==> config.mk <==
export PLATFORM = sky130hd
export DESIGN_NAME = cpu_control_sequencer
export DESIGN_NICKNAME = d
export VERILOG_FILES = /design/src/rtl/cpu_control_sequencer.sv
export SDC_FILE = /design/constraint.sdc
export NUM_CORES = 1
export LEC_CHECK = 0
export ABC_AREA = 1
export CORE_ASPECT_RATIO = 1.2
export CORE_UTILIZATION = 29
export DETAILED_ROUTE_END_ITERATION = 6
export GPL_TIMING_DRIVEN = 0
export HOLD_SLACK_MARGIN = 0.1
export MAX_ROUTING_LAYER = met4
export PLACE_DENSITY = 0.95
export SLEW_MARGIN = 15
export SYNTH_ARGS = -nofsm -noshare
export SYNTH_HDL_FRONTEND = slang
export SYNTH_SLANG_ARGS = --single-unit
export TNS_END_PERCENT = 20
==> constraint.sdc <==
create_clock -name clk -period 2.3 [get_ports clk]
set_input_delay 0.345 -clock clk [delete_from_list [all_inputs] [get_ports clk]]
set_output_delay 0.345 -clock clk [all_outputs]
set_load 0.01 [all_outputs]
==> src/rtl/cpu_control_sequencer.sv <==
// cpu_control_sequencer: multi-cycle control unit for the datapath CPU.
// Sequences FETCH -> EXEC -> (MEM) -> FETCH and stalls on mem_ready.
// Handshake: mem_req is held high in FETCH/MEM until a cycle with mem_ready=1.
// That cycle completes the request, and the FSM leaves the state on the next edge.
// mem_ready is ignored in every other state.
// Optional feature macro: MEM_TIMEOUT_EN adds a wait counter, a FAULT state and the fault port.
// dbg_state exposes the FSM state encoding for checkers.
module cpu_control_sequencer #(
    parameter int INSTR_W = 16,
    parameter int DATA_W  = 16,
    parameter int REG_AW  = 3,
    parameter int IMM_W   = 8,
    parameter int FS_W    = 5,
    parameter int TMO_CYC = 15
) (
    input  logic               clk,
    input  logic               rst_n,
    input  logic [INSTR_W-1:0] IR,
    input  logic               mem_ready,
    input  logic               zero,
    output logic [1:0]         PS,
    output logic               IR_L,
    output logic [REG_AW-1:0]  AA,
    output logic [REG_AW-1:0]  BA,
    output logic [REG_AW-1:0]  DA,
    output logic               WR,
    output logic [FS_W-1:0]    FS,
    output logic               Cin,
    output logic [1:0]         MuxD,
    output logic               MuxA,
    output logic [DATA_W-1:0]  K,
    output logic               mem_req,
    output logic               MemWrite,
    output logic               halted,
`ifdef MEM_TIMEOUT_EN
    output logic               fault,
`endif
    output logic [2:0]         dbg_state
);

    typedef enum logic [2:0] {
        S_FETCH = 3'd0,
        S_EXEC  = 3'd1,
        S_MEM   = 3'd2,
        S_HALT  = 3'd3
`ifdef MEM_TIMEOUT_EN
        ,S_FAULT = 3'd4
`endif
    } state_t;

    localparam logic [2:0] C_NOP   = 3'b000;
    localparam logic [2:0] C_ALUI  = 3'b001;
    localparam logic [2:0] C_ALUR  = 3'b010;
    localparam logic [2:0] C_LOAD  = 3'b011;
    localparam logic [2:0] C_STORE = 3'b100;
    localparam logic [2:0] C_BRZ   = 3'b101;
    localparam logic [2:0] C_JMP   = 3'b110;
    localparam logic [2:0] C_HALT  = 3'b111;

    state_t state, state_nx;

    logic [2:0]        cls;
    logic [1:0]        sub;
    logic [REG_AW-1:0] rd;
    logic [REG_AW-1:0] rs;
    logic [IMM_W-1:0]  imm;
    logic              tmo_hit;

    assign cls = IR[INSTR_W-1 -: 3];
    assign sub = IR[INSTR_W-4 -: 2];
    assign rd  = IR[INSTR_W-6 -: REG_AW];
    assign rs  = IR[INSTR_W-6-REG_AW -: REG_AW];
    assign imm = IR[IMM_W-1:0];

    assign dbg_state = state;

`ifdef MEM_TIMEOUT_EN
    localparam int CNT_W = $clog2(TMO_CYC + 1);
    logic [CNT_W-1:0] wait_cnt;

    // Wait counter: cleared on any state change, counts stalled FETCH/MEM cycles.
    always_ff @(posedge clk) begin
        if (!rst_n) begin
            wait_cnt <= '0;
        end else if (state_nx != state) begin
            wait_cnt <= '0;
        end else if ((state == S_FETCH || state == S_MEM) && !mem_ready) begin
            wait_cnt <= wait_cnt + 1'b1;
        end
    end

    // The count reaches TMO_CYC this cycle with no completion; mem_ready wins a tie.
    assign tmo_hit = !mem_ready && (wait_cnt == CNT_W'(TMO_CYC - 1));
`else
    assign tmo_hit = 1'b0;
`endif

    // Field decode: addresses, function select and immediate follow IR in every state.
    always_comb begin
        AA  = rd;
        DA  = rd;
        BA  = rs;
        FS  = '0;
        FS[1:0] = sub;
        Cin = (sub == 2'b01);
        K   = '0;
        if (cls == C_ALUI) begin
            K = {{(DATA_W-IMM_W){1'b0}}, imm};
        end else if (cls == C_BRZ || cls == C_JMP) begin
            K = {{(DATA_W-IMM_W){imm[IMM_W-1]}}, imm};
        end
    end

    // State register.
    always_ff @(posedge clk) begin
        if (!rst_n) state <= S_FETCH;
        else        state <= state_nx;
    end

    // Next-state and control strobes; all strobes forced low while in reset.
    always_comb begin
        state_nx = state;
        PS       = 2'b00;
        IR_L     = 1'b0;
        WR       = 1'b0;
        MuxD     = 2'b00;
        MuxA     = 1'b0;
        mem_req  = 1'b0;
        MemWrite = 1'b0;
        halted   = 1'b0;
`ifdef MEM_TIMEOUT_EN
        fault    = 1'b0;
`endif
        case (state)
            S_FETCH: begin
                mem_req = 1'b1;
                if (mem_ready) begin
                    IR_L     = 1'b1;
                    PS       = 2'b01;
                    state_nx = S_EXEC;
                end else if (tmo_hit) begin
`ifdef MEM_TIMEOUT_EN
                    state_nx = S_FAULT;
`endif
                end
            end
            S_EXEC: begin
                state_nx = S_FETCH;
                case (cls)
                    C_NOP:   ;
                    C_ALUI,
                    C_ALUR:  WR = 1'b1;
                    C_LOAD,
                    C_STORE: state_nx = S_MEM;
                    C_BRZ:   PS = zero ? 2'b10 : 2'b00;
                    C_JMP:   PS = 2'b11;
                    C_HALT:  state_nx = S_HALT;
                    default: ;
                endcase
            end
            S_MEM: begin
                mem_req = 1'b1;
                MuxA    = 1'b1;
                if (mem_ready) begin
                    if (cls == C_LOAD) begin
                        WR   = 1'b1;
                        MuxD = 2'b01;
                    end else begin
                        MemWrite = 1'b1;
                    end
                    state_nx = S_FETCH;
                end else if (tmo_hit) begin
`ifdef MEM_TIMEOUT_EN
                    state_nx = S_FAULT;
`endif
                end
            end
            S_HALT: begin
                halted = 1'b1;
            end
`ifdef MEM_TIMEOUT_EN
            S_FAULT: begin
                fault = 1'b1;
            end
`endif
            default: state_nx = S_FETCH;
        endcase

        if (!rst_n) begin
            state_nx = S_FETCH;
            PS       = 2'b00;
            IR_L     = 1'b0;
            WR       = 1'b0;
            MuxD     = 2'b00;
            MuxA     = 1'b0;
            mem_req  = 1'b0;
            MemWrite = 1'b0;
            halted   = 1'b0;
`ifdef MEM_TIMEOUT_EN
            fault    = 1'b0;
`endif
        end
    end

endmodule

==> impl_metrics.tcl, run 1 <==
# yosys + openroad results
set metrics [dict create \
    vias_per_cell 4.141 \
    ctsRootBufferMaster "clkbuf_4" \
    cts_tree "yes" \
    synth-seq-cells 2 \
    cp_slowest_stage_delay_ns 0.53 \
    crit_fanout 7 \
    fin_util_pct 64.64 \
    grt_start_max_net_pins 9 \
    critPathBufInv 4 \
    ys_area_um2 571.8 \
    fin_skew_ns 0.005458 \
    tool_warnings 29 \
    max-cap-violations 0 \
    p_int_uw 215.6 \
    insertion_delay_ns 0.23 \
    ir_drop_uv 173.4 \
    p_leak_nw 0.7594 \
    fin_setup_tns_ns 0 \
    syn-mean-instance-area_um2 5.498 \
    status "finished clean" \
    largest_reg_flops 2 \
    dieHeight_um 50.64 \
    critPathTopFamily "buffers and inverters" \
    hold_buffers 0 \
    first_pass_iters 2 \
    drtIter0Drc 8 \
    setup_viol 0 \
    syn2layout_area_growth_pct 109.2 \
    via_count 766 \
    dp_hpwl_mm 1.448 \
    dieWidth_um 42.54 \
    switchingPower_uw 112.8 \
    core_um2 1851 \
    antenna_found_initial 0 \
    min_period_ns 2.141 \
    hold_class "input pin to register" \
    rows 17 \
    synth.distinct_cells 15 \
]
[run 1: what timing repair did]
item	in CTS	in global routing
endpoints found under the setup margin	8	10
setup buffers	0	0
pin swaps	1	0
gates resized	11	9
[run 1: kinds of logic after synthesis]
logic type,Yosys count,share of synthesized area [%]
other cells,1,0.6558
fa+ha+maj,4,8.753
buf+inv,45,44.64
simple gates,43,29.98
flops,2,7.002
compound gates,9,8.972
[run 1: per-stage QoR]
step / total power, mW / worst slack [ns] / area (um2) / hold WS, ns / cells
5_1_grt: 0.3535 / 0.01220 / 1196 / 0.5229 / 185
2_1_floorplan: 0.1435 / 0.7056 / 586.8 / 0.4680 / 108
3_3_place_gp: 0.2482 / -0.2820 / 1161 / 0.6204 / 182
6_report: 0.3284 / 0.1594 / 1196 / 0.4762 / 185
4_1_cts: 0.3360 / 0.05468 / 1174 / 0.6325 / 185
3_5_place_dp: 0.2546 / -0.3456 / 1161 / 0.6275 / 182
[run 1: worst paths after layout]
path         slack, ns                 startpoint                   endpoint  cells past startpoint
min reg2reg       0.63  dbg_state[0]$_SDFFE_PN0P_  dbg_state[0]$_SDFFE_PN0P_                      2
max reg2reg       1.14  dbg_state[0]$_SDFFE_PN0P_  dbg_state[0]$_SDFFE_PN0P_                      6
max               0.16                     IR[13]                       K[6]                      7
min               0.48                      rst_n  dbg_state[1]$_SDFFE_PN0P_                      3
[run 1: synth_stat cells, drive strengths merged]
cell / n / area, um2
buf: 23 / 172.7
inv: 22 / 82.58
nand2: 21 / 78.83
nor2: 20 / 82.58
o21ai: 5 / 28.78
ha: 4 / 50.05
a21oi: 3 / 15.01
dfxtp: 2 / 40.04
conb: 1 / 3.750
nand3: 1 / 5.000
nor3: 1 / 5.000
o21a: 1 / 7.510
[run 1: power by group through the flow]
stage | clock network (mW) | logic (mW) | registers [mW]
finish | 0.0783 | 0.207 | 0.0435
global route | 0.0836 | 0.226 | 0.0440
CTS | 0.0825 | 0.210 | 0.0436
detailed placement | 0 | 0.211 | 0.0441
global placement | 0 | 0.205 | 0.0436
floorplan | 0 | 0.0988 | 0.0447
[run 1: routing by layer]
layer	share of wire (%)	track usage (%)	wire length, um	up-vias
met2	55	30.26	922	34
met1	36	14.93	608	327
met4	1.2	4.688	20	0
li1	-	-	-	403
met5	0	-	0	-
met3	7.5	3.957	126	2
[run 1: area by class of cell]
class                   instances  area, um2  share of cell area, %
plain buffers                  23      172.7                  14.44
clock buffers                   3      22.52                  1.883
inverters                      22      82.58                  6.904
multi-input cells              61      299.0                  25.00
flip-flops and latches          2      40.04                  3.347
well taps                      19      23.77                  1.987
repair buffers                 55      555.5                  46.44
[run 1: worst reg2reg max path, delay by kind of cell (launching register included)]
family	cells	cell delay, ns
DFF	1	0.42
buffers and inverters	2	0.19
adders and majority gates	1	0.23
and+or+nand+nor	3	0.21
### Nets reached from selected ports, run 1

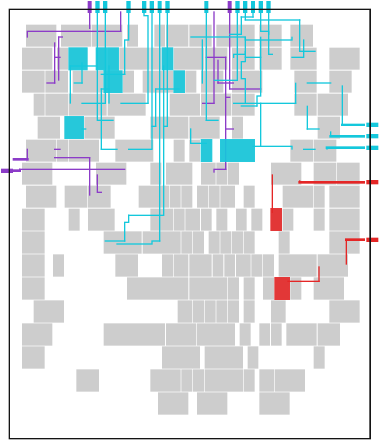
| colour | port | bits | direction | edge | end cells | buffers | wire |
|---|---|---|---|---|---|---|---|
| purple | `BA` | 3 | output | 2 top, 1 left | 0 | 9 | 104 um |
| red | `PS` | 2 | output | right | 2 | 2 | 22.5 um |
| cyan | `K` | 16 | output | 13 top, 3 right | 9 | 23 | 324 um |
number of port buffers: 55
num ports: 64

### Logic cells by family, run 1

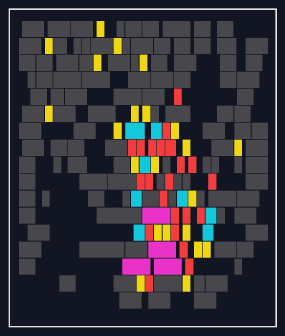
| colour | family | cells |
|---|---|---|
| red | nand cells | 22 |
| yellow | inv cells | 22 |
| cyan | aoi and oai cells | 8 |
| magenta | fa/ha/maj cells | 4 |
non-filler instance count after layout: 185
most common cell after layout, fill and taps aside: clkdlybuf4s50_1

### Clock network drawn from the DEF, run 1

Scale bar: 10 um.
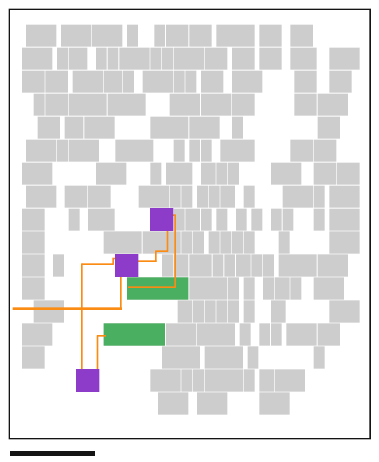
[purple] clock drivers | count: 3
[orange] clock wires | length: 68.4 um
[green] flip-flops | count: 2
routed clock nets: 4
clock-net power: 78.3 uW
clock network power share: 23.8%

## Run 2: what changed since run 1
ABC_AREA = unset   (was 1)
CORE_UTILIZATION = 28   (was 29)
==> run 2 against run 1 <==
Against the previous run:
- hold slack better by 0.065 ns
- setup slack got worse by 0.046 ns
- clock power fell by 6.4%
- non-clock buffer count unchanged
- wire length shrank 4.4%
- synthesized area down 5.9%
- critical path type unchanged
- die size decreased by 2.4%
- sequential power fell by 9.0%
- flip-flop count is the same
- sequential share of layout area increased by 0.14 points
- critical path depth fell by 2
- power fell by 7.4%
==> impl_metrics.tcl, run 2 <==
# yosys + openroad results
set metrics [dict create \
    status "finished clean" \
    via_count 677 \
    insertion_delay_ns 0.22 \
    fin_ws_ns 0.1135 \
    synth-edff-count 0 \
    hold_buffers 0 \
    cp-startpoint "IR[14]" \
    tool_warnings 29 \
    placed_area_um2 1117 \
    min_from "dbg_state[0]$_SDFFE_PN0P_" \
    hold_ws_ns 0.5409 \
    synth.distinct_cells 26 \
    dp_hpwl_mm 1.418 \
    drtIter0Drc 8 \
    layout_top_cell "clkdlybuf4s50_1" \
    vias_per_cell 4.368 \
    flop_cell "dfxtp_1" \
    layout.area.comb_um2 329.1 \
    antenna_found_initial 0 \
    top_cell_area_share_pct 32.09 \
    max-cap-violations 0 \
    flop_area_um2 40.04 \
    cts_tree "yes" \
    synthTopCellsByCount "buf_4 (23), and2_1 (11), ha_1 (4), inv_1 (4), nand2_1 (4)" \
    grt_start_max_net_pins 9 \
    yosysTopAreaCell "buf_4" \
    p_leak_nw 0.5029 \
    min_period_ns 2.187 \
    synth-seq-cells 2 \
    setup_viol 0 \
    dieWidth_um 42.02 \
    dieHeight_um 50.02 \
    fin_setup_tns_ns 0 \
    yosys.cell_count.top_type "buf_4" \
    total_power_uw 304.3 \
    fin_skew_ns 0.003860 \
]
[run 2: netlist changes by cell type in the layout (fill, tap and decap cells not counted), moves of 2 or more]
cell / change
and2_1: +11
buf_4: -6
clkdlybuf4s50_1: +14
dlymetal6s2s_1: -9
inv_1: -16
inv_2: -2
nand2_1: -17
nand2b_1: +2
nor2_1: -14
nor2_2: -3
o21ai_0: -4
o21ai_1: +2
[run 2: cell type report]
cell class,count,area share [%]
repair buffers,54,47.00
multi-input cells,49,28.68
plain buffers,24,15.49
flip-flops and latches,2,3.490
well taps,19,2.072
clock buffers,3,1.963
inverters,4,1.309
[run 2: worst paths after layout]
| kind | end | slack, ns | cells past startpoint |
|---|---|---|---|
| setup / recovery | K[15] | 0.11 | 5 |
| hold / removal | dbg_state[0]$_SDFFE_PN0P_ | 0.54 | 2 |
| hold reg to reg | dbg_state[0]$_SDFFE_PN0P_ | 0.54 | 2 |
| setup reg to reg | dbg_state[0]$_SDFFE_PN0P_ | 1.04 | 5 |
[run 2: cells by family (layout without fill, tap and decap cells)]
group / count (synthesis) / after routing / share of synthesized area [%]
xor gates and xnor gates: 1 / 1 / 1.628
DFF: 2 / 2 / 7.442
other: 1 / 5 / 0.6970
adders and majority gates: 4 / 4 / 9.303
AOI/OAI and AO/OA: 12 / 12 / 16.74
buffers and inverters: 28 / 85 / 35.81
and+or+nand+nor: 27 / 27 / 28.37
[run 2: layer usage]
metal  part of all wire [%]  vias to the layer above  global-route usage (%)  routed length, um
li1                       -                      343                       -                  -
met1                     38                      295                   15.28                608
met2                     52                       39                   27.34                829
met3                     10                        0                   5.128                164
met4                      0                        0                   1.563                  0
met5                      0                        -                       -                  0
[run 2: report_power, final]
group | leakage [nW] | total, mW | switching (mW) | internal [mW]
Clock | 0.0138 | 0.0733 | 0.0161 | 0.0572
Sequential | 0.0164 | 0.0396 | 0.00261 | 0.0370
Combinational | 0.473 | 0.191 | 0.0725 | 0.119
[run 2: timing repair]
item                       CTS  global route
gates resized                4             1
pin swaps                    0             0
setup endpoints to repair   17             2
setup buffers                0             0
[run 2: worst max-delay path, stage by stage]
cell             delay (ns)
clkdlybuf4s15_1        0.28
xor2_1                 0.26
and3_2                 0.29
buf_4                  0.13
clkdlybuf4s50_1        0.53
### Nets reached from selected ports, run 2

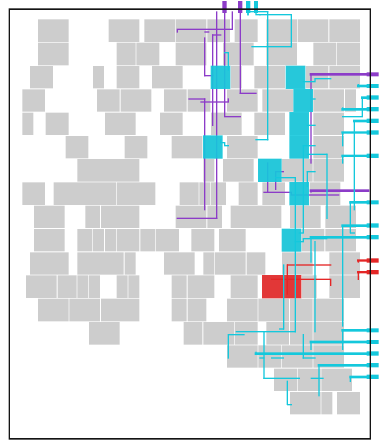
| colour | port | bits | direction | edge | end cells | buffers | wire |
|---|---|---|---|---|---|---|---|
| purple | `BA` | 3 | output | 2 top, 1 right | 0 | 9 | 138 um |
| cyan | `K` | 16 | output | 14 right, 2 top | 9 | 23 | 238 um |
| red | `PS` | 2 | output | right | 2 | 2 | 19.4 um |
number of port buffers: 54

### Cells coloured by class, run 2

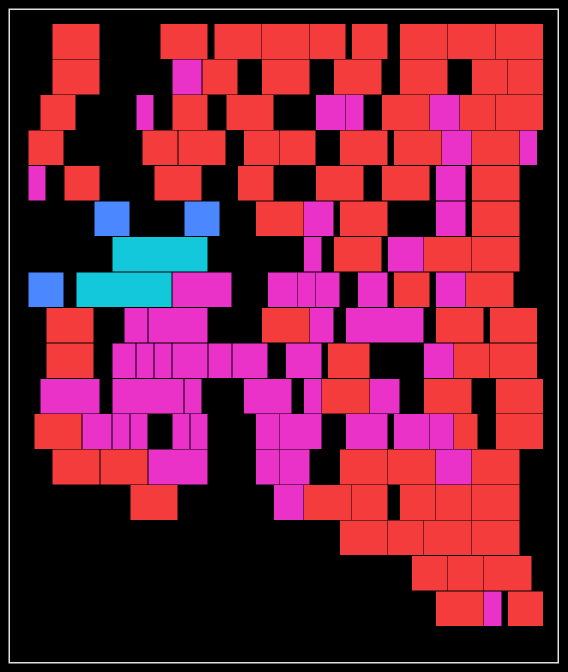
| colour | class | cells |
|---|---|---|
| red | remaining buffers and delay cells | 78 |
| magenta | combinational and other logic | 53 |
| blue | clock drivers | 3 |
| cyan | sequential cells | 2 |
row cnt: 17
Core Util, Final: 62.72%
post-route cell area: 1147 um2
sequential cell area share: 3.490%
Core ar.: 1829 um2

### Logic cells by family, run 2

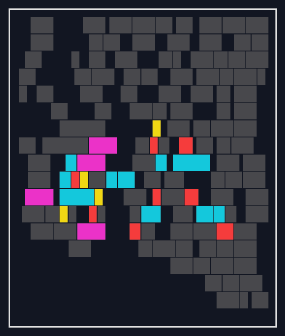
| colour | family | cells |
|---|---|---|
| cyan | aoi and oai cells | 10 |
| red | nand cells | 8 |
| yellow | inv cells | 4 |
| magenta | fa/ha/maj cells | 4 |
combinational share of cell area: 28.68%
non-filler instance count after layout: 155

## Run 3: what changed since run 2
CTS_CLUSTER_DIAMETER = 100   (was unset)
RECOVER_POWER = 25   (was unset)
==> run 3 against run 2 <==
Against the previous run:
- setup slack got worse by 0.0029 ns
- clock power is essentially flat
- final area down 0.55%
- hold slack worse by 0.0041 ns
- sequential share of layout area about the same
- critical path type unchanged
- critical endpoint unchanged
- largest power group unchanged
==> impl_metrics.tcl, run 3 <==
# yosys + openroad results
set metrics [dict create \
    status "finished clean" \
    antenna_found_initial 0 \
    top_cell_area_share_pct 32.09 \
    dieWidth_um 42.02 \
    switchingPower_uw 90.16 \
    drtIter0Drc 8 \
    synth-seq-cells 2 \
    yosysTopAreaCell "buf_4" \
    via_count 674 \
    min_period_ns 2.189 \
    layout_top_cell "clkdlybuf4s50_1" \
    combinationalPowerShare_pct 62.4 \
    synth-edff-count 0 \
    pwr-share-seq_pct 13.2 \
    dp_hpwl_mm 1.418 \
    core_um2 1829 \
    synth-simple-area-share_pct 28.37 \
    num_io_pins 64 \
    p_int_uw 210.0 \
    synthTopCellsByCount "buf_4 (23), and2_1 (11), ha_1 (4), inv_1 (4), nand2_1 (4)" \
    p_leak_nw 0.5101 \
    cts_setup_buffers 0 \
    rsz0062_at_grt "false" \
    mux_area_share_pct 0 \
    dieHeight_um 50.02 \
    switching_share_pct 30.04 \
    grt_start_max_net_pins 9 \
    io_buffers 54 \
    tool_warnings 29 \
    yosys.cell_count.top_type "buf_4" \
    ys_sh_xor_pct 1.628 \
    synth.distinct_cells 26 \
    layout.area.comb_um2 322.8 \
    fin_setup_tns_ns 0 \
    vias_per_cell 4.348 \
    topCombFamilyByArea "buffers and inverters" \
    rows 17 \
    ctsRootBufferMaster "clkbuf_4" \
    synth_area_um2 538.0 \
    compound_area_share_pct 16.74 \
    hold_buffers 0 \
    setup_viol 0 \
    flop_area_um2 40.04 \
    crit_required_ns 1.96 \
]
-- run 3: path summary, 6_finish.rpt --
path	from	end	slack, ns	depth (start not counted)
worst max-delay path	IR[14]	K[15]	0.11	5
worst min-delay path	dbg_state[0]$_SDFFE_PN0P_	dbg_state[0]$_SDFFE_PN0P_	0.54	2
worst max register to register	dbg_state[0]$_SDFFE_PN0P_	dbg_state[0]$_SDFFE_PN0P_	1.01	5
worst min register to register	dbg_state[0]$_SDFFE_PN0P_	dbg_state[0]$_SDFFE_PN0P_	0.54	2
-- run 3: logic make-up after synthesis --
| group | after synthesis |
|---|---|
| buffers and inverters | 28 |
| AND/OR/NAND/NOR | 27 |
| other | 1 |
| AND-OR/OR-AND | 12 |
| XOR/XNOR | 1 |
| flip-flops | 2 |
| adder cells (fa/ha/maj) | 4 |
-- run 3: what timing repair did --
action                                  in CTS  in global routing
gates resized                                4                  1
endpoints found under the setup margin      17                  2
pin swaps                                    0                  0
-- run 3: metrics by stage --
step | hold slack (ns) | instances | area [um2] | power, mW | setup WS [ns]
floorplan | 0.4854 | 79 | 553.0 | 0.1294 | 0.7943
global placement | 0.5343 | 152 | 1117 | 0.2257 | -0.2035
detailed placement | 0.5394 | 152 | 1117 | 0.2308 | -0.2427
CTS | 0.5465 | 155 | 1146 | 0.3086 | 0.09747
global route | 0.5673 | 155 | 1141 | 0.3230 | 0.01832
finish | 0.5368 | 155 | 1141 | 0.3002 | 0.1106
-- run 3: worst max-delay path: stages --
cell	delay, ns
clkdlybuf4s15_1	0.28
xor2_1	0.27
and3_2	0.29
buf_4	0.13
clkdlybuf4s50_1	0.53
-- run 3: final cells by class --
cell class,instances,share of cell area (%)
multi-input combinational,49,28.29
timing repair buffer,54,47.26
buffer,24,15.57
tap,19,2.083
clock buffer,3,1.974
sequential,2,3.509
inverter,4,1.316
-- run 3: per-layer routing --
layer | up-vias | GRT usage, % | share of wire [%]
li1 | 343 | - | -
met1 | 294 | 15.28 | 39
met2 | 37 | 27.34 | 51
met3 | 0 | 5.128 | 9.9
met4 | 0 | 1.563 | 0
met5 | - | - | 0
-- run 3: power groups by stage --
| stage | Clock (mW) | Combinational, mW | Sequential [mW] |
|---|---|---|---|
| final | 0.0733 | 0.187 | 0.0396 |
| after detailed placement | 0 | 0.191 | 0.0399 |
| after global placement | 0 | 0.186 | 0.0399 |
| after floorplan | 0 | 0.0889 | 0.0404 |
| after CTS | 0.0773 | 0.192 | 0.0396 |
| after global routing | 0.0825 | 0.200 | 0.0400 |
### Nets reached from selected ports, run 3

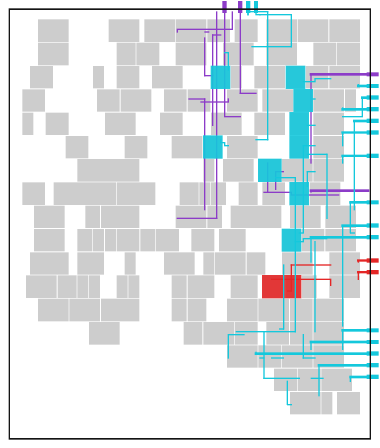
| colour | port | bits | direction | edge | end cells | buffers | wire |
|---|---|---|---|---|---|---|---|
| cyan | `K` | 16 | output | 14 right, 2 top | 9 | 23 | 238 um |
| purple | `BA` | 3 | output | 2 top, 1 right | 0 | 9 | 138 um |
| red | `PS` | 2 | output | right | 2 | 2 | 19.0 um |

### Cells coloured by class, run 3

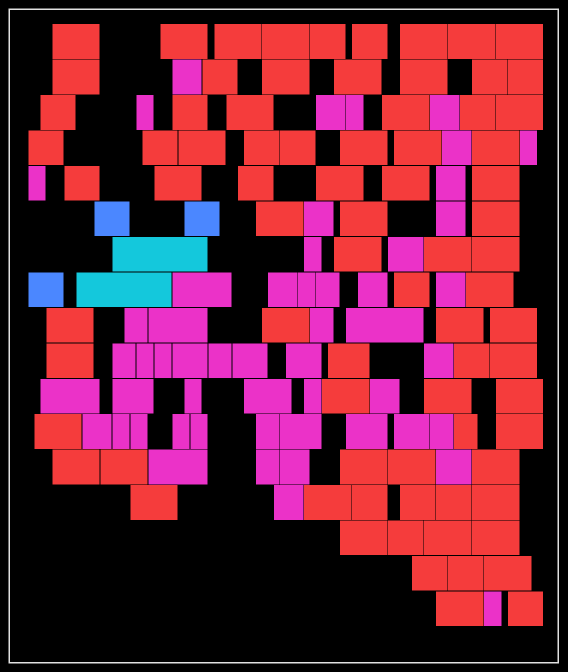
| colour | class | cells |
|---|---|---|
| cyan | sequential cells | 2 |
| magenta | combinational and other logic | 53 |
| blue | clock drivers | 3 |
| red | remaining buffers and delay cells | 78 |
Core Util, Final: 62.38%
sequential cell area share: 3.509%

### Clock network drawn from the DEF, run 3

Scale bar: 10 um.
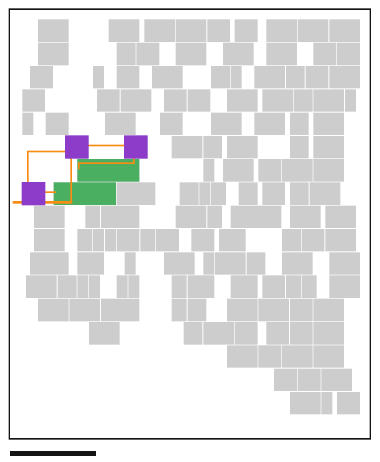
[orange] clock wires | length: 38.3 um
[purple] clock drivers | count: 3
[green] flip-flops | count: 2
routed clock nets: 4
Clock Latency Late Sink: 0.22 ns
Clock Skew: 0.003860 ns

Power and IR drop assume default switching activity.
